Fig. 1: run 1, sequential cells grouped by signal name
Scale bar: 20 um.
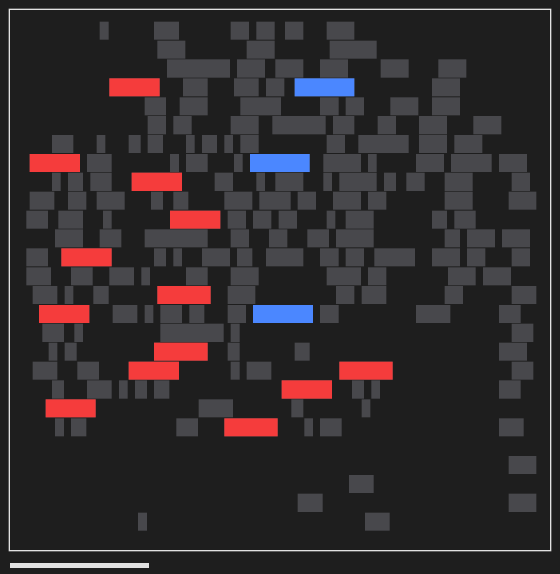
Fig. 2: run 1, zoomed window
Scale bar: 10 um. Window x 7 to 32, y 7 to 32 um. Cells in grey, sequential cells in the stronger grey; small squares are vias.
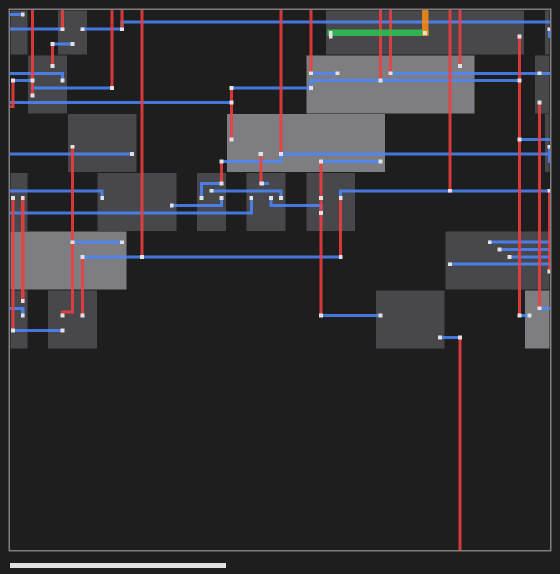
Fig. 3: run 1, routing congestion
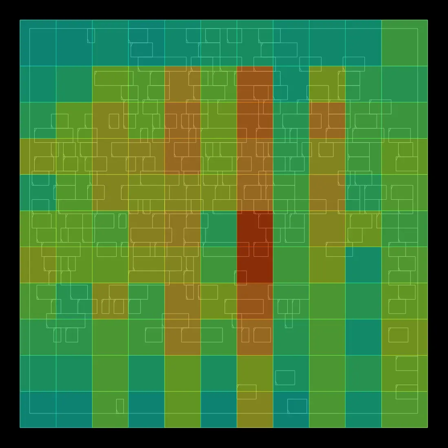
===== src/rtl/cpu_ctrl_pkg.sv =====
// Shared types and encodings for the multi-cycle CPU sequencing controller.
// Included by the decoder and the FSM so both agree on field meanings.
package cpu_ctrl_pkg;

    typedef enum logic [2:0] {
        WAIT      = 3'd0,
        DECODE    = 3'd1,
        GET_A     = 3'd2,
        GET_B     = 3'd3,
        EXEC      = 3'd4,
        WRITE_REG = 3'd5,
        WRITE_IMM = 3'd6
    } state_t;

    // Which path through the datapath an instruction needs after DECODE
    typedef enum logic [1:0] {
        CLS_ILLEGAL = 2'd0,
        CLS_IMM     = 2'd1,
        CLS_B_ONLY  = 2'd2,
        CLS_A_B     = 2'd3
    } instr_class_t;

    localparam logic [2:0] OPC_MOV = 3'b110;
    localparam logic [2:0] OPC_ALU = 3'b101;

    localparam logic [1:0] OP_MOV_REG = 2'b00;
    localparam logic [1:0] OP_MOV_IMM = 2'b10;
    localparam logic [1:0] OP_ADD     = 2'b00;
    localparam logic [1:0] OP_CMP     = 2'b01;
    localparam logic [1:0] OP_AND     = 2'b10;
    localparam logic [1:0] OP_MVN     = 2'b11;

    localparam logic [1:0] ALU_ADD = 2'b00;
    localparam logic [1:0] ALU_SUB = 2'b01;
    localparam logic [1:0] ALU_AND = 2'b10;
    localparam logic [1:0] ALU_NOT = 2'b11;

    localparam logic [2:0] NSEL_NONE = 3'b000;
    localparam logic [2:0] NSEL_RN   = 3'b001;
    localparam logic [2:0] NSEL_RD   = 3'b010;
    localparam logic [2:0] NSEL_RM   = 3'b100;

    localparam logic [1:0] VSEL_C   = 2'b00;
    localparam logic [1:0] VSEL_IMM = 2'b10;

    function automatic logic [15:0] sext8(input logic [7:0] v);
        return {{8{v[7]}}, v};
    endfunction

endpackage


===== src/rtl/ctrl_decoder.sv =====
// Combinational decode of the latched instruction: fields, sign-extended
// immediate and the next-state class used by the FSM in DECODE.
module ctrl_decoder
    import cpu_ctrl_pkg::*;
#(
    parameter int INSTR_W = 16
) (
    input  logic [INSTR_W-1:0] ir,
    output logic [1:0]         op,
    output logic [1:0]         sh,
    output logic [15:0]        sximm8,
    output instr_class_t       cls,
    output logic               is_cmp,
    output logic               is_mov_reg
);

    logic [2:0] opcode;
    logic       unused_fields;

    assign opcode = ir[15:13];
    assign op     = ir[12:11];
    assign sh     = ir[4:3];
    assign sximm8 = sext8(ir[7:0]);

    // Register numbers travel to the register file via the nsel mux, not here
    assign unused_fields = ^ir[10:5];

    assign is_cmp     = (opcode == OPC_ALU) && (op == OP_CMP);
    assign is_mov_reg = (opcode == OPC_MOV) && (op == OP_MOV_REG);

    always_comb begin
        cls = CLS_ILLEGAL;
        if (opcode == OPC_MOV) begin
            if (op == OP_MOV_IMM)
                cls = CLS_IMM;
            else if (op == OP_MOV_REG)
                cls = CLS_B_ONLY;
        end else if (opcode == OPC_ALU) begin
            if (op == OP_MVN)
                cls = CLS_B_ONLY;
            else
                cls = CLS_A_B;
        end
    end

endmodule


===== src/rtl/cpu_seq_ctrl.sv =====
// Moore FSM sequencing register file, A/B/C registers, shifter, ALU and status
// register for one instruction per accepted start pulse.
//   state     | meaning
//   WAIT      | idle, w=1, accept s and latch instr
//   DECODE    | pick the datapath path from the latched instruction
//   GET_A     | read Rn into A
//   GET_B     | read Rm into B
//   EXEC      | ALU/shifter run; load C, or status for CMP
//   WRITE_REG | write C to Rd
//   WRITE_IMM | write sximm8 to Rn
module cpu_seq_ctrl
    import cpu_ctrl_pkg::*;
#(
    parameter int INSTR_W = 16,
    parameter int NSEL_W  = 3
) (
    input  logic               clk,
    input  logic               reset,
    input  logic               s,
    input  logic [INSTR_W-1:0] instr,
    output logic               w,
    output logic [NSEL_W-1:0]  nsel,
    output logic               readnum_sel_valid,
    output logic               write,
    output logic [1:0]         vsel,
    output logic               loada,
    output logic               loadb,
    output logic               asel,
    output logic               bsel,
    output logic               loadc,
    output logic               loads,
    output logic [1:0]         ALUop,
    output logic [1:0]         shift,
    output logic [15:0]        sximm8
);

    state_t            state;
    state_t            state_next;
    logic [INSTR_W-1:0] ir;

    logic [1:0]        dec_op;
    logic [1:0]        dec_sh;
    instr_class_t      dec_cls;
    logic              dec_is_cmp;
    logic              dec_is_mov_reg;

    ctrl_decoder #(
        .INSTR_W (INSTR_W)
    ) u_dec (
        .ir         (ir),
        .op         (dec_op),
        .sh         (dec_sh),
        .sximm8     (sximm8),
        .cls        (dec_cls),
        .is_cmp     (dec_is_cmp),
        .is_mov_reg (dec_is_mov_reg)
    );

    always_ff @(posedge clk) begin
        if (reset) begin
            state <= WAIT;
            ir    <= '0;
        end else begin
            state <= state_next;
            if (state == WAIT && s)
                ir <= instr;
        end
    end

    always_comb begin
        state_next = state;
        case (state)
            WAIT:      if (s) state_next = DECODE;
            DECODE: begin
                case (dec_cls)
                    CLS_IMM:    state_next = WRITE_IMM;
                    CLS_B_ONLY: state_next = GET_B;
                    CLS_A_B:    state_next = GET_A;
                    default:    state_next = WAIT;
                endcase
            end
            GET_A:     state_next = GET_B;
            GET_B:     state_next = EXEC;
            EXEC:      state_next = dec_is_cmp ? WAIT : WRITE_REG;
            WRITE_REG: state_next = WAIT;
            WRITE_IMM: state_next = WAIT;
            default:   state_next = WAIT;
        endcase
    end

    always_comb begin
        w     = 1'b0;
        nsel  = NSEL_W'(NSEL_NONE);
        write = 1'b0;
        vsel  = VSEL_C;
        loada = 1'b0;
        loadb = 1'b0;
        asel  = 1'b0;
        bsel  = 1'b0;
        loadc = 1'b0;
        loads = 1'b0;
        ALUop = ALU_ADD;
        shift = 2'b00;
        case (state)
            WAIT:  w = 1'b1;
            GET_A: begin
                nsel  = NSEL_W'(NSEL_RN);
                loada = 1'b1;
            end
            GET_B: begin
                nsel  = NSEL_W'(NSEL_RM);
                loadb = 1'b1;
            end
            EXEC: begin
                shift = dec_sh;
                // MOV reg passes B through the adder with A forced to zero
                if (dec_is_mov_reg) begin
                    ALUop = ALU_ADD;
                    asel  = 1'b1;
                end else begin
                    ALUop = dec_op;
                end
                if (dec_is_cmp)
                    loads = 1'b1;
                else
                    loadc = 1'b1;
            end
            WRITE_REG: begin
                nsel  = NSEL_W'(NSEL_RD);
                vsel  = VSEL_C;
                write = 1'b1;
            end
            WRITE_IMM: begin
                nsel  = NSEL_W'(NSEL_RN);
                vsel  = VSEL_IMM;
                write = 1'b1;
            end
            default: ;
        endcase
        readnum_sel_valid = |nsel;
    end

endmodule

===== config.mk =====
export PLATFORM = sky130hd
export DESIGN_NAME = cpu_seq_ctrl
export DESIGN_NICKNAME = d
export VERILOG_FILES = /design/src/rtl/cpu_ctrl_pkg.sv /design/src/rtl/ctrl_decoder.sv /design/src/rtl/cpu_seq_ctrl.sv
export SDC_FILE = /design/constraint.sdc
export NUM_CORES = 1
export LEC_CHECK = 0
export CELL_PAD_IN_SITES_DETAIL_PLACEMENT = 1
export CELL_PAD_IN_SITES_GLOBAL_PLACEMENT = 2
export CORE_MARGIN = 1.5
export CORE_UTILIZATION = 17
export CTS_BUF_LIST = sky130_fd_sc_hd__clkbuf_16
export CTS_CLUSTER_DIAMETER = 30
export DETAILED_ROUTE_END_ITERATION = 10
export PLACE_DENSITY = 0.85
export SLEW_MARGIN = 20
export SYNTH_ARGS = -nofsm -noshare
export SYNTH_HDL_FRONTEND = slang
export SYNTH_SLANG_ARGS = --single-unit

===== constraint.sdc =====
create_clock -name clk -period 1.3 [get_ports clk]
set_input_delay 0.26 -clock clk [delete_from_list [all_inputs] [get_ports clk]]
set_output_delay 0.26 -clock clk [all_outputs]
set_load 0.02 [all_outputs]

==> results.json, run 1 <==
{
  "comb_area_share_pct": 33.0,
  "vias_per_cell": 4.12,
  "fmax_mhz": 655,
  "critPathArrivalTime_ns": 1.66,
  "ys_sh_aoi_pct": 15.9,
  "fin_ws_ns": -0.227,
  "seq_power_share_pct": 31.1,
  "clk_pin_slew_ns": 0.05,
  "setup_viol": 32,
  "p_leak_uw": 0.000869,
  "hold_class": "reg2reg",
  "slowest_delay_ns": 0.62,
  "synthCells": 126,
  "top_cell_area_share_pct": 33.7,
  "worstPathCellList": "buf_8 -> buf_6 -> or4b_4 -> nand2_1 -> a21oi_1",
  "edf_count": 0,
  "layout.cells.most_common": "buf_4",
  "firstDrtPassIters": 4,
  "hold_ws_ns": 0.462,
  "chipArea_um2": 6050,
  "wl_met1_um": 1370,
  "grt_pass1_wl_um": 5710,
  "maxCapViolCount": 0,
  "critPathMaxFanout": 7,
  "tns_ns": -5.29,
  "p_clk_share_pct": 32.7,
  "comb_power_share_pct": 36.2,
  "warnings": 32,
  "antenna_found_initial": 0,
  "dp.cells": 245,
  "power_leader": "combinational cells",
  "drv_slew": 0,
  "ff_type": "dfxtp_1",
  "finalHoldViolCount": 0,
  "drt_iter0_markers": 12,
  "synthTopCellsByCount": "nand2_1 (31), buf_4 (19), dfxtp_1 (16), a21oi_1 (14), nor2_1 (8)",
  "p_clk_uw": 622,
  "drt_wl_total_um": 3450,
  "num-fill-cells": 626,
  "core_um2": 5440,
  "syn_to_final_growth_pct": 110,
  "grt_max_degree": 14,
  "post-place-ws_ns": -0.550,
  "synthTopCellsByArea": "dfxtp_1 (34%), buf_4 (15%), nand2_1 (12%)",
  "rsz0062_at_grt": "true",
  "syn_area_um2": 951,
  "ys_seq_elements": 16,
  "die-width_um": 77.8,
  "grt_most_used_layer": "met2",
  "taps": 72,
  "cts_sinks": 16,
  "drive_above_1_share_pct": 56.5,
  "worst_setup_path_start_kind": "flip-flop",
  "reg.largest.list": "ir (13), state (3)",
  "antenna_left": 0,
  "comb-power_uw": 687,
  "htreeDepth": 1,
  "top_layer": "met4",
  "r2r-end": "ir[14]$_SDFFE_PP0P_",
  "dr_total_vias": 1083,
  "met2_usage_pct": 23.1,
  "crit_buf_inv": 2,
  "ys_sh_adder_pct": 0,
  "fin_crit_sh_pct": 117,
  "largest_reg_flops": 13,
  "clkbuf_count": 3,
  "buf_share_pct": 41.0,
  "ir_worst_vdd_mv": 0.548,
  "violations": "negative setup slack",
  "root_buffer": "clkbuf_16",
  "hold_start": "ir[2]$_SDFFE_PP0P_",
  "status": "finished, violations left"
}
-- Fig. 1 (at the start) --
signal	colour	sequential cells
ir	red	13
state	blue	3

-- Fig. 2 (at the start) --
layer	colour
met3	green
met4	orange
met2	red
met1	blue
cells with their middle in the window	15
netlist names of flops here include	ir (3)
sequential cells in the window	3
most frequent	nand2_1 (3)

-- Fig. 3 (at the start) --
met3 Use GR: 1.53%
global-route usage over all layers: 12.0%
WL/cell: 13.1 um

==> run 2, diff against run 1 <==
- CTS_CLUSTER_DIAMETER: 30 -> 80
==> run 2 against run 1 <==
  * Worst setup slack did not move
  * Wire length did not move
  * Clock power barely moved
  * Die area did not move
  * Largest cell class unchanged
  * Total power did not move
  * The flow still finishes with violations (negative setup slack)
  * Global-route usage did not move
  * Cell area did not move
  * Critical path depth did not move
  * Register-to-register slack barely moved
  * Clock skew did not move
==> results.json, run 2 <==
{
  "status": "finished, violations left",
  "violations": "negative setup slack",
  "worstPathCellList": "buf_8 -> buf_6 -> or4b_4 -> nand2_1 -> a21oi_1",
  "crit_family": "simple AND/OR/NAND/NOR gates",
  "cts_resized": 162,
  "grt_max_degree": 14,
  "largest_reg_flops": 13,
  "rows": 27,
  "grt_pass1_wl_um": 5710,
  "dp.cells": 245,
  "core_um2": 5440,
  "vias_per_cell": 4.12,
  "p_leak_uw": 0.000869,
  "root_buffer": "clkbuf_16",
  "ir_worst_vdd_mv": 0.548,
  "whs_endpoint": "ir[2]$_SDFFE_PP0P_",
  "firstDrtPassIters": 4,
  "wl_met2_um": 1880,
  "fin_nets": 211,
  "grt_usage_pct": 12.0,
  "ys_warn_count": 0,
  "clkbuf_count": 3,
  "clk_latency_ns": 0.25,
  "fin_crit_sh_pct": 117,
  "cts.path.max_buffers": 2,
  "tns_ns": -5.29,
  "taps": 72,
  "drive_above_1_share_pct": 56.5,
  "internal_power_uw": 1300,
  "met3_usage_pct": 1.53,
  "hold_class": "reg2reg",
  "layout.cells.most_common": "buf_4",
  "p_sw_share_pct": 31.5,
  "comb-power_uw": 687,
  "p_clk_uw": 622,
  "syn_area_um2": 951,
  "post-place-ws_ns": -0.550,
  "drt_wl_total_um": 3450,
  "largest_class": "buffers",
  "cp_slowest_cell": "or4b_4",
  "setup_viol": 32,
  "cts_hold_buf": 0,
  "ys_sh_adder_pct": 0,
  "comb_area_share_pct": 33.0,
  "chipArea_um2": 6050,
  "finalHoldViolCount": 0,
  "clk_pin_slew_ns": 0.05,
  "p_clk_share_pct": 32.7,
  "drv_slew": 0,
  "r2r-end": "ir[14]$_SDFFE_PP0P_",
  "die_y_um": 77.8,
  "cts_sinks": 16,
  "synthTopCellsByCount": "nand2_1 (31), buf_4 (19), dfxtp_1 (16), a21oi_1 (14), nor2_1 (8)",
  "maxCapViolCount": 0,
  "reg.largest.list": "ir (13), state (3)",
  "yosys-stat-cells": 126,
  "ys_sh_aoi_pct": 15.9,
  "drc": 0,
  "synthTopCellsByArea": "dfxtp_1 (34%), buf_4 (15%), nand2_1 (12%)",
  "critPathArrivalTime_ns": 1.66,
  "top_cell_area_share_pct": 33.7,
  "worst_setup_path_start_kind": "flip-flop",
  "hold_start": "ir[2]$_SDFFE_PP0P_",
  "drt_iter0_markers": 12,
  "p_per_area_nw_per_um2": 953,
  "path_class": "reg2reg",
  "routabilityCongestion": 0.754,
  "async_reset_ff_share_pct": 0,
  "inverters": 3,
  "p_sw_uw": 599,
  "ys_seq_elements": 16,
  "most_common_cell": "nand2_1",
  "synthCells": 126,
  "critPathMaxFanout": 7,
  "min_path_cells": 2,
  "fin_ws_ns": -0.227,
  "numCtsBuffers": 3,
  "edf_count": 0,
  "wl_met1_um": 1370,
  "cp.required_ns": 1.43,
  "num-fill-cells": 626,
  "slowest_delay_ns": 0.62,
  "cts_setup_buffers": 10,
  "cp-end-kind": "flip-flop",
  "place.port_buffers": 47,
  "fmax_mhz": 655,
  "antenna_found_initial": 0,
  "yosysSeqAreaShare_pct": 33.7,
  "num-multi-input-gates": 84,
  "io-pin-count": 53,
  "synth_top_cell_by_area": "dfxtp_1",
  "placed_area_um2": 1550,
  "ff_type": "dfxtp_1",
  "r2r_setup_slack_ns": -0.23,
  "seq_power_share_pct": 31.1,
  "dr_total_vias": 1083,
  "top_layer": "met4",
  "comb_power_share_pct": 36.2,
  "crit_buf_inv": 2,
  "wl_per_cell_um": 13.1,
  "die-width_um": 77.8,
  "buf_share_pct": 41.0,
  "syn_to_final_growth_pct": 110,
  "dp_hpwl_um": 2140,
  "power_leader": "combinational cells",
  "htreeDepth": 1,
  "rsz0062_at_grt": "true",
  "warnings": 32,
  "flop-count": 16,
  "grt_overflow": 0,
  "num_antenna_cells": 0,
  "hold_ws_ns": 0.462,
  "reg2reg_depth": 5,
  "antenna_left": 0
}
Fig. 4: run 2, sequential cells grouped by signal name
Scale bar: 20 um.
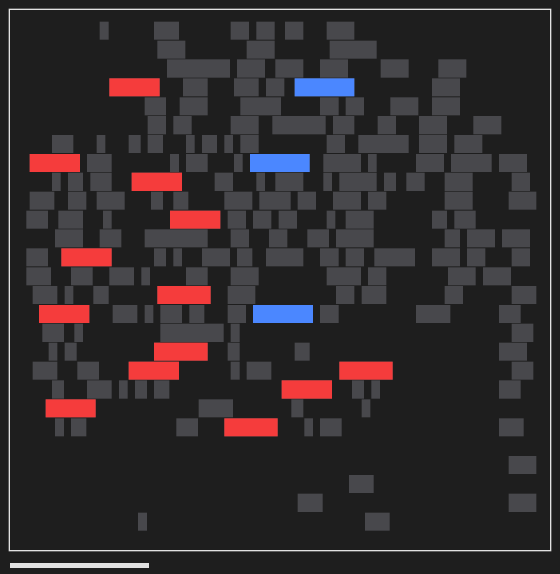
fin util: 36.6%
Reg area: 337 um2
Seq/total area: 16.9%
P_seq: 591 uW

Fig. 5: run 2, routing congestion
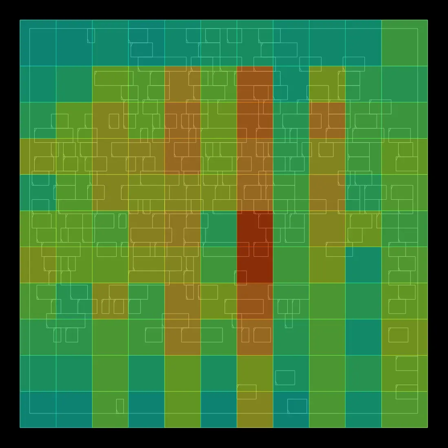
met2 usage: 23.1%
busiest grt layer: met2
met1 usage: 13.7%

Fig. 6: run 2, selected gate families
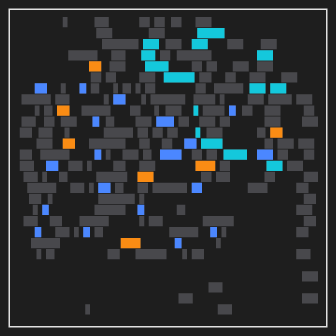
family	colour	cells
NOR gates	cyan	14
AND and OR gates	orange	7
inverting AOI/OAI gates	blue	19

Power figures rest on the tool's default switching activity, not on a simulated workload.
